Figure 1. Routed clock nets over the placement (run 1).
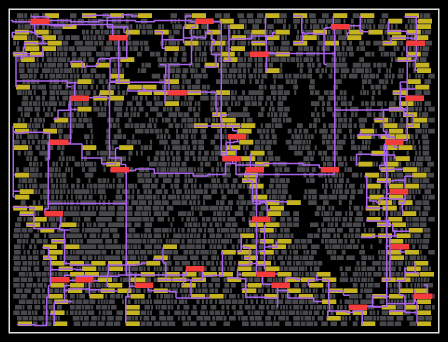
Figure 2. Local utilization (run 1).
The die is cut into 21 by 16 equal tiles; dark blue is low, red is high, 0 to 100% covered.
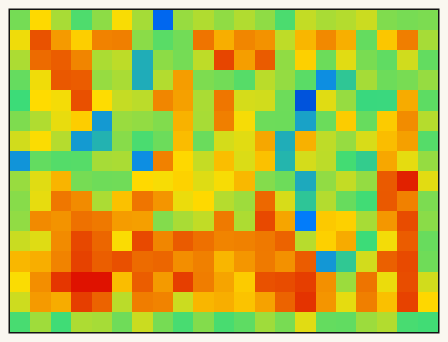
Figure 3. Gate families picked out (run 1).
Bar = 50 um.
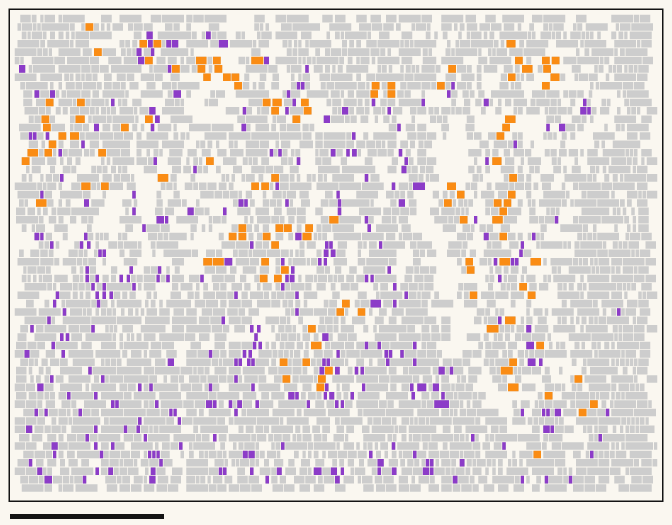
## config.mk

```make
export PLATFORM = sky130hd
export DESIGN_NAME = mul_add_64
export DESIGN_NICKNAME = d
export VERILOG_FILES = /design/src/rtl/mul_add_64.sv
export SDC_FILE = /design/constraint.sdc
export NUM_CORES = 1
export LEC_CHECK = 0
export CORE_ASPECT_RATIO = 0.75
export CORE_UTILIZATION = 64
export DETAILED_ROUTE_END_ITERATION = 10
export PLACE_DENSITY = 0.87
export SETUP_SLACK_MARGIN = 0.05
export SLEW_MARGIN = 20
export SYNTH_ARGS = -nofsm -noshare
export SYNTH_HDL_FRONTEND = slang
export SYNTH_SLANG_ARGS = --single-unit
```

## constraint.sdc

```tcl
create_clock -name clk -period 9.2 [get_ports clk]
set_input_delay 1.84 -clock clk [delete_from_list [all_inputs] [get_ports clk]]
set_output_delay 1.84 -clock clk [all_outputs]
set_load 0.01 [all_outputs]
```

## src/rtl/mul_add_64.sv

```systemverilog
// Iterative shift-add multiply-accumulate: product = A * B + addend, one product bit per clock.
// Signed operands are multiplied as magnitudes; the sign is applied before the final add.
module mul_add_64 #(
    parameter int unsigned OP_WIDTH = 32
) (
    input  logic                    clk,
    input  logic                    reset,
    input  logic                    start_in,
    input  logic [OP_WIDTH-1:0]     multiplicand_in,
    input  logic [OP_WIDTH-1:0]     multiplier_in,
    input  logic [2*OP_WIDTH-1:0]   addend_in,
    input  logic                    is_signed_mul,
    output logic                    busy_out,
    output logic                    done_out,
    output logic [2*OP_WIDTH-1:0]   product_out,
    output logic                    overflow_flag
);

    localparam int unsigned PW = 2 * OP_WIDTH;
    localparam int unsigned CW = $clog2(OP_WIDTH);

    typedef enum logic [1:0] {
        StIdle,
        StRun,
        StFix
    } state_e;

    state_e               state_q, state_d;
    logic [OP_WIDTH-1:0]  mag_a_q, mag_a_d;
    logic [OP_WIDTH-1:0]  mag_b_q, mag_b_d;
    logic [PW-1:0]        addend_q, addend_d;
    logic [PW-1:0]        acc_q, acc_d;
    logic [CW-1:0]        count_q, count_d;
    logic                 neg_q, neg_d;
    logic                 signed_q, signed_d;
    logic [PW-1:0]        product_q, product_d;
    logic                 ovf_q, ovf_d;
    logic                 done_q, done_d;

    logic                 a_neg, b_neg;
    logic [PW-1:0]        partial;
    logic [PW-1:0]        fix_p;
    logic [PW:0]          fix_sum;
    logic                 last_step;

    assign a_neg     = is_signed_mul & multiplicand_in[OP_WIDTH-1];
    assign b_neg     = is_signed_mul & multiplier_in[OP_WIDTH-1];
    assign partial   = PW'(mag_a_q) << count_q;
    assign last_step = (count_q == CW'(OP_WIDTH - 1));

    // Magnitude product is at most 2^(PW-2), so negation and the 65-bit add never lose bits.
    assign fix_p     = neg_q ? (PW'(0) - acc_q) : acc_q;
    assign fix_sum   = {1'b0, fix_p} + {1'b0, addend_q};

    always_comb begin
        state_d   = state_q;
        mag_a_d   = mag_a_q;
        mag_b_d   = mag_b_q;
        addend_d  = addend_q;
        acc_d     = acc_q;
        count_d   = count_q;
        neg_d     = neg_q;
        signed_d  = signed_q;
        product_d = product_q;
        ovf_d     = ovf_q;
        done_d    = 1'b0;

        unique case (state_q)
            StIdle: begin
                if (start_in) begin
                    mag_a_d  = a_neg ? (OP_WIDTH'(0) - multiplicand_in) : multiplicand_in;
                    mag_b_d  = b_neg ? (OP_WIDTH'(0) - multiplier_in) : multiplier_in;
                    neg_d    = a_neg ^ b_neg;
                    addend_d = addend_in;
                    signed_d = is_signed_mul;
                    acc_d    = '0;
                    count_d  = '0;
                    state_d  = StRun;
                end
            end
            StRun: begin
                if (mag_b_q[0]) begin
                    acc_d = acc_q + partial;
                end
                mag_b_d = mag_b_q >> 1;
                count_d = count_q + CW'(1);
                if (last_step) begin
                    state_d = StFix;
                end
            end
            StFix: begin
                product_d = fix_sum[PW-1:0];
                if (signed_q) begin
                    ovf_d = (fix_p[PW-1] == addend_q[PW-1]) && (fix_sum[PW-1] != fix_p[PW-1]);
                end else begin
                    ovf_d = fix_sum[PW];
                end
                done_d  = 1'b1;
                state_d = StIdle;
            end
            default: begin
                state_d = StIdle;
            end
        endcase
    end

    always_ff @(posedge clk) begin
        if (reset) begin
            state_q   <= StIdle;
            mag_a_q   <= '0;
            mag_b_q   <= '0;
            addend_q  <= '0;
            acc_q     <= '0;
            count_q   <= '0;
            neg_q     <= 1'b0;
            signed_q  <= 1'b0;
            product_q <= '0;
            ovf_q     <= 1'b0;
            done_q    <= 1'b0;
        end else begin
            state_q   <= state_d;
            mag_a_q   <= mag_a_d;
            mag_b_q   <= mag_b_d;
            addend_q  <= addend_d;
            acc_q     <= acc_d;
            count_q   <= count_d;
            neg_q     <= neg_d;
            signed_q  <= signed_d;
            product_q <= product_d;
            ovf_q     <= ovf_d;
            done_q    <= done_d;
        end
    end

    assign busy_out      = (state_q != StIdle);
    assign done_out      = done_q;
    assign product_out   = product_q;
    assign overflow_flag = ovf_q;

endmodule

```

==> summary.txt, run 1 <==
The flow completed. Combinational fraction of design power landed at 0.185. Net count entering floorplan landed at around 3100. Peak per-stage delay on the critical path landed at ~0.62 ns.

Die outline height landed at roughly 160 um. According to the I/O placement log, the pin count is 199. Per the post-route antenna check, the number of violating nets is 0. Following the worst setup path forward leads to its endpoint at product_out[63]. The area fraction of the largest cell type after synthesis is 0.253. Number of clock buffers inserted by TritonCTS landed at 28. The portion of synthesized area spent on multiplexers is 0.0585. The via count of the first global-routing pass came to 20300. The flow ran to the end, and the final reports show no timing, DRC or antenna violations.

The floorplan has between 50 and 60 rows. CTS built an H-tree with a depth of 1. The cell-mix breakdown from Yosys lists the XOR/XNOR area share as 0.0947. The worst register-to-register path has a depth of 16. Synthesis-stage register bit count landed at 267. Pins over their slew limit in the final report were tallied at 0. Critical path buffer and inverter count landed at 0. Overall routing resource usage recorded by global route was 0.398. Setup slack of the worst register-to-register path landed at about 3.3 ns. Setup repair after global routing left no endpoint under its margin. The finished layout holds around 3400 standard cells, fillers aside. The finished cells cover 24100 um^2. The arrival time of data at the worst endpoint is listed as around 6.4 ns.

The congestion estimate from routability-driven global placement came to between 1 and 1.5. The max-slew check reports its worst relative slack as 0.333. Recorded from the global router log, the overflow total was 0. Worst hold slack landed at between 0.4 and 0.5 ns. CTS saw between 200 and 300 sinks. Number of DRC violations after detailed-routing iteration 0 landed at between 3000 and 4000. By startpoint and endpoint, the worst setup path is classified as reg -> reg.

During placement, the flow inserted port buffers numbering between 150 and 200. The report lists the power per cell area as around 130 nW/um^2. Gates resized during post-CTS repair numbered 0.

Largest net degree at the start of global routing landed at 86. Among the non-sequential cells, AND-OR/OR-AND gates take the most area. In the hold report, the worst path ends at product_out[45]. In the synthesis report, Yosys lists the chip area as ~21000 um^2.

Clock buffers in the final layout number 37. Final tally of setup violations landed at 0. Area fraction in and, or, nand and nor cells after synthesis landed at 0.212.

Smallest setup slack after layout landed at between 3 and 4 ns. The cell-mix breakdown from Yosys lists the adder-cell area share as 0.0814. Proportion of layout cells with a drive suffix above 1 landed at 0.0511. The power report lists cell-internal power as between 0.002 and 0.0025 W. Counting flops with an async set or reset pin after synthesis yields a share of 0.

Highest clock rate landed at roughly 0.17 GHz. Total core area landed at 32400 um^2. For reference, the critical path cell chain is or4_4 > or4_4 > or4b_4 > nor2_1 > nand2_1 > o21ai_0 > xnor2_1 > ha_1 > nand4_1 > or4_1 > or4_1 > o221ai_1 > a221o_1 > a311oi_1 > xor2_1 > a21oi_1. Cell count of the worst hold path landed at 2. STA classifies the critical path endpoint as a flip-flop.

Per the layout area report, the sequential fraction of cell area is 0.222. By area, the class that comes first in the final layout consists of logic gates. The worst setup path is launched from a flip-flop.

Cell area after synthesis landed at between 20000 and 25000 um^2. Detailed-routing iteration count for the pre-antenna-repair pass landed at 9. TritonCTS built the clock tree. Die boundary width landed at between 200 and 250 um. By instance count, the leading cell after synthesis is nand2_1. Sequential-to-total area share from yosys stat landed at 0.253.

The initial antenna violation count is 3. Per the detail_route report, vias per standard cell equal about 6.6. Portion of the layout cell area used by non-clock buffers landed at 0.0875. Max-cap violations in this run came to 0.

Switching power share of the total landed at 0.295. Hold buffer count at CTS landed at 0. Setup TNS landed at 0 ns.

Count of plain and timing-repair buffers in the layout landed at roughly 220. Number of library cell types mapped by synthesis landed at approximately 76. Time the worst path needs with I/O delays and setup landed at between 5 and 6 ns. Multi-input logic cell count landed at between 2000 and 2500. In the final routed layout, each cell accounts on average for between 20 and 25 um. In this run the static leakage power is around 9.5 nW. Per the run report, area growth between synthesis and finish was 14.3%. 0 antenna diodes ended up in the layout. The initial utilization of the core area, before any placement, comes to 0.651. The tree is rooted in a clkbuf_16. Worst-skew pair later-pin latency landed at 0.58 ns. Total via count in the routed design landed at about 22000. The synthesis run shows the most used standard cells to be nand2_1 (472), a21oi_1 (333), dfxtp_1 (267). The worst register-to-register path ends at product_out[63].

At the end of the flow the core is filled with cells to 0.745. Sequential group share of total power landed at 0.413. In this run, the synthesized area fraction spent on AND-OR/OR-AND gates is recorded as 0.261. Among all stages on the critical path, the largest delay is contributed by or4_1. Summing over the stages, the warning tally comes to 28. Number of warnings printed during yosys synthesis landed at 0. Per the Yosys statistics, synthesis produced ~2800 cells. Sequential power landed at ~0.0013 W. The most common logic cells in the final layout are nand2_1 (471), a21oi_1 (333), dfxtp_1 (264).
Notes on Figure 1 above:
[cells driving clock nets] red | count: 28
[flip-flops] yellow | count: 267
[clock wires] purple | length: 3520 um
flops lie: all over the die
routed clock nets: 29
clock skew after layout: 0.0124 ns
clk pwr: 0.00121 W

Notes on Figure 2 above:
mean over tiles: 70%
tiles over 75% full: 42%
fullest tile: 98%

Notes on Figure 3 above:
[AND-OR and OR-AND gates] orange | cells: 118 | where: all over the die
[NOR gates] purple | cells: 299 | where: all over the die
logic gate fraction of the total cell area: 0.620
most common cell after layout, fill and taps aside: nand2_1

-- run 1: layer usage --
| layer | GRT usage | part of all wire | vias up |
|---|---|---|---|
| met3 | 0.0751 | 0.11 | 170 |
| met1 | 0.591 | 0.45 | 10400 |
| li1 | - | - | 10400 |
| met2 | 0.586 | 0.41 | 1345 |
| met5 | 0 | 0.00059 | - |
| met4 | 0.107 | 0.028 | 6 |
-- run 1: state kept, by name, summed over array words and instances (netlist names) --
register / count
product_out: 64
done_out: 1
neg_q: 1
count_q: 5
mag_a_q: 32
signed_q: 1
overflow_flag: 1
addend_q: 64
state_q: 2
mag_b_q: 32
acc_q: 64
==> inputs of run 2 (changes only) <==
- CORE_UTILIZATION: 64 -> 54
- PLACE_DENSITY: 0.87 -> 0.78
- clock period: 9.2 -> 4.85 ns (I/O delays scaled with it)
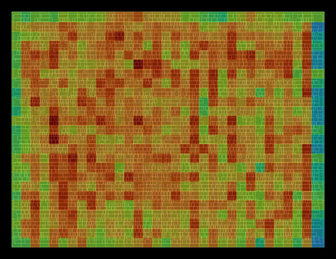
Figure 4: run 2, routing congestion.
most used routing layer: met1
DR WL/cell: 20.3 um

==> run 2 against run 1 <==
Effect of this change:
- the flow now finishes with violations (setup timing)
- critical path depth rose by 6
- non-clock buffer count up 330
- sequential power up 89%
- clock power up 110%
- count of clock-buffer cells in the layout is 1 lower
- first-iteration DRC count down 26%
- routed wire length is 10% higher
- design area rose by 16%
- sequential share of layout area shrank 3.0 points
- highest routed layer is now met4
==> summary.txt, run 2 <==
The flow completed. The run finished, with violations left. The checks that failed: setup timing. Count of clock tree sinks landed at 267. Die boundary width landed at 230 um. After synthesis, the share of flip-flops with an asynchronous set or reset is 0. TritonCTS built the clock tree. OpenSTA lists the critical path startpoint as acc_q[10]. The final report gives the standard cell area, fillers excluded, as around 28000 um^2. Standby leakage power landed at about 11 nW. The later pin in the worst-skew pair is clocked with a latency of 0.61 ns. Pins over their slew limit in the final report were tallied at 0. Clock tree synthesis selected as its root buffer the cell clkbuf_16. Traced cell by cell, the critical path runs through or4_4 > or4_4 > buf_4 > or2_4 > nor4_4 > buf_4 > nand4_1 > nand2_1 > xnor2_2 > ha_1 > buf_6 > buf_4 > a21o_1 > a21oi_2 > o21ai_2 > a211oi_4 > o31ai_4 > nor2_4 > buf_6 > xnor2_2 > nand2_1 > a21oi_2. After layout, the setup clock skew is reported as 0.0381 ns. Post-route non-filler standard cell count landed at between 3000 and 4000. The detail route stage leaves a number of antenna-violating nets equal to 0. Initial antenna violation count landed at 0. Global-route met3 utilization landed at 0.0397. For flop-to-flop paths, the worst setup slack is -0.26 ns. Sequential group share of total power landed at 0.376.

Global routing finished with a remaining overflow of 0. For this run, the chip area from Yosys synthesis comes to 21100 um^2. Highest clock rate landed at 0.196 GHz.

Detailed-routing iteration count for the pre-antenna-repair pass landed at 6. Signal nets in the final route climb as high as met4. Length of routed wiring on met1 landed at roughly 37 mm. The critical path ends at product_out[56].

The worst hold path terminates at product_out[8]. Per the cell usage report, the commonest logic cell in the layout is nand2_1. Per the final layout report, the fraction of cells sized above drive strength 1 comes to 0.197. The post-CTS hold buffer count recorded in the log is 0. Ranked by instance count, the synthesized netlist is headed by nand2_1 (472), a21oi_1 (333), dfxtp_1 (267). Per the detail_route report, the via count comes to roughly 23000. Final tally of setup violations landed at 17.

For the worst reg-to-reg path, the endpoint reported by OpenROAD is product_out[56]. The fraction of cell area in multi-input combinational cells is reported as 0.569. Placement row count landed at just over 60. Setup TNS landed at -2.60 ns. The routed design could run at a clock period as short as approximately 5.1 ns.

Logic depth along the worst register-to-register path is recorded as 22. The script computed the net switching share of total power as 0.295. H-tree depth reported by CTS landed at 1. Via count of the first global-routing pass landed at 21300. Routing resource usage on met2 recorded by global route was 0.542. Sum of met3 wire segment lengths after detailed routing landed at around 6.3 mm. The stage logs contain a warning count of 33. STA classifies the critical path startpoint as a flip-flop. Largest net degree at the start of global routing landed at approximately 100. The placed instances occupy a cell area of ~25000 um^2. Count of input and output buffers landed at a little under 200.

Among all stages on the critical path, the largest delay is contributed by or4_4. Setup repair after global routing could not meet its margin everywhere. The min-delay analysis places its worst path in the category reg -> reg. Total track usage landed at 0.367.

Die outline height landed at between 150 and 200 um. Number of library cell types mapped by synthesis landed at approximately 76. Total core area landed at around 38000 um^2. The share of total power dissipated in combinational logic is 0.212. Share of the final layout cell area in sequential cells landed at 0.192. The number of buffers and inverters on the critical path is 5. Measured on the final layout, the clock distribution area share stands at 0.0404. Final estimated routing congestion in global placement landed at ~1.

Per STA, the highest per-stage delay on the worst path measures approximately 0.53 ns. Reported max-cap violation count landed at 0. Smallest setup slack after layout landed at -0.264 ns. By instance count, the leading cell after synthesis is nand2_1. In this run the tightest slew margin relative to its limit is 0.255. The worst setup path is captured at a flip-flop. Multi-input logic cell count landed at 2336. Share of the core filled with cells landed at 0.725. Looking at the setup timing report, the critical path kind is reg -> reg. Design internal power landed at approximately 0.0044 W. Via density per instance landed at around 6.1.

Routed wire length on met2 landed at 32.1 mm. Power of the clock network landed at about 0.0026 W. Synthesis-stage register bit count landed at around 270. Hold analysis shows the worst path with a depth of 2. Clock buffer count in the final layout landed at 36. Global-route track usage on met1 landed at 0.572. Growth of design area from synthesis to finish landed at 32.1%. Count of plain and timing-repair buffers in the layout landed at between 500 and 600.

During synthesis, Yosys emitted a total of 0 warnings. Total power normalized to cell area comes to 225 nW/um^2. The largest cell class by area is logic gates.
==> run 2: logic make-up after synthesis <==
kind of cell             Yosys count  synth area share
buffers and inverters            219            0.0390
multiplexers                      94            0.0585
AND-OR/OR-AND                    885             0.261
AND/OR/NAND/NOR                  993             0.212
XOR/XNOR                         228            0.0947
flip-flops                       267             0.253
adder cells (fa/ha/maj)          136            0.0814
==> run 2: repair_timing <==
action                     4_1_cts  5_1_grt
buffers inserted                22       25
pin swaps                       58       56
setup endpoints to repair       33       49
cloned                           0        1
gates resized                  104      120
No activity file was given, so power comes from the tool's default toggle rates.
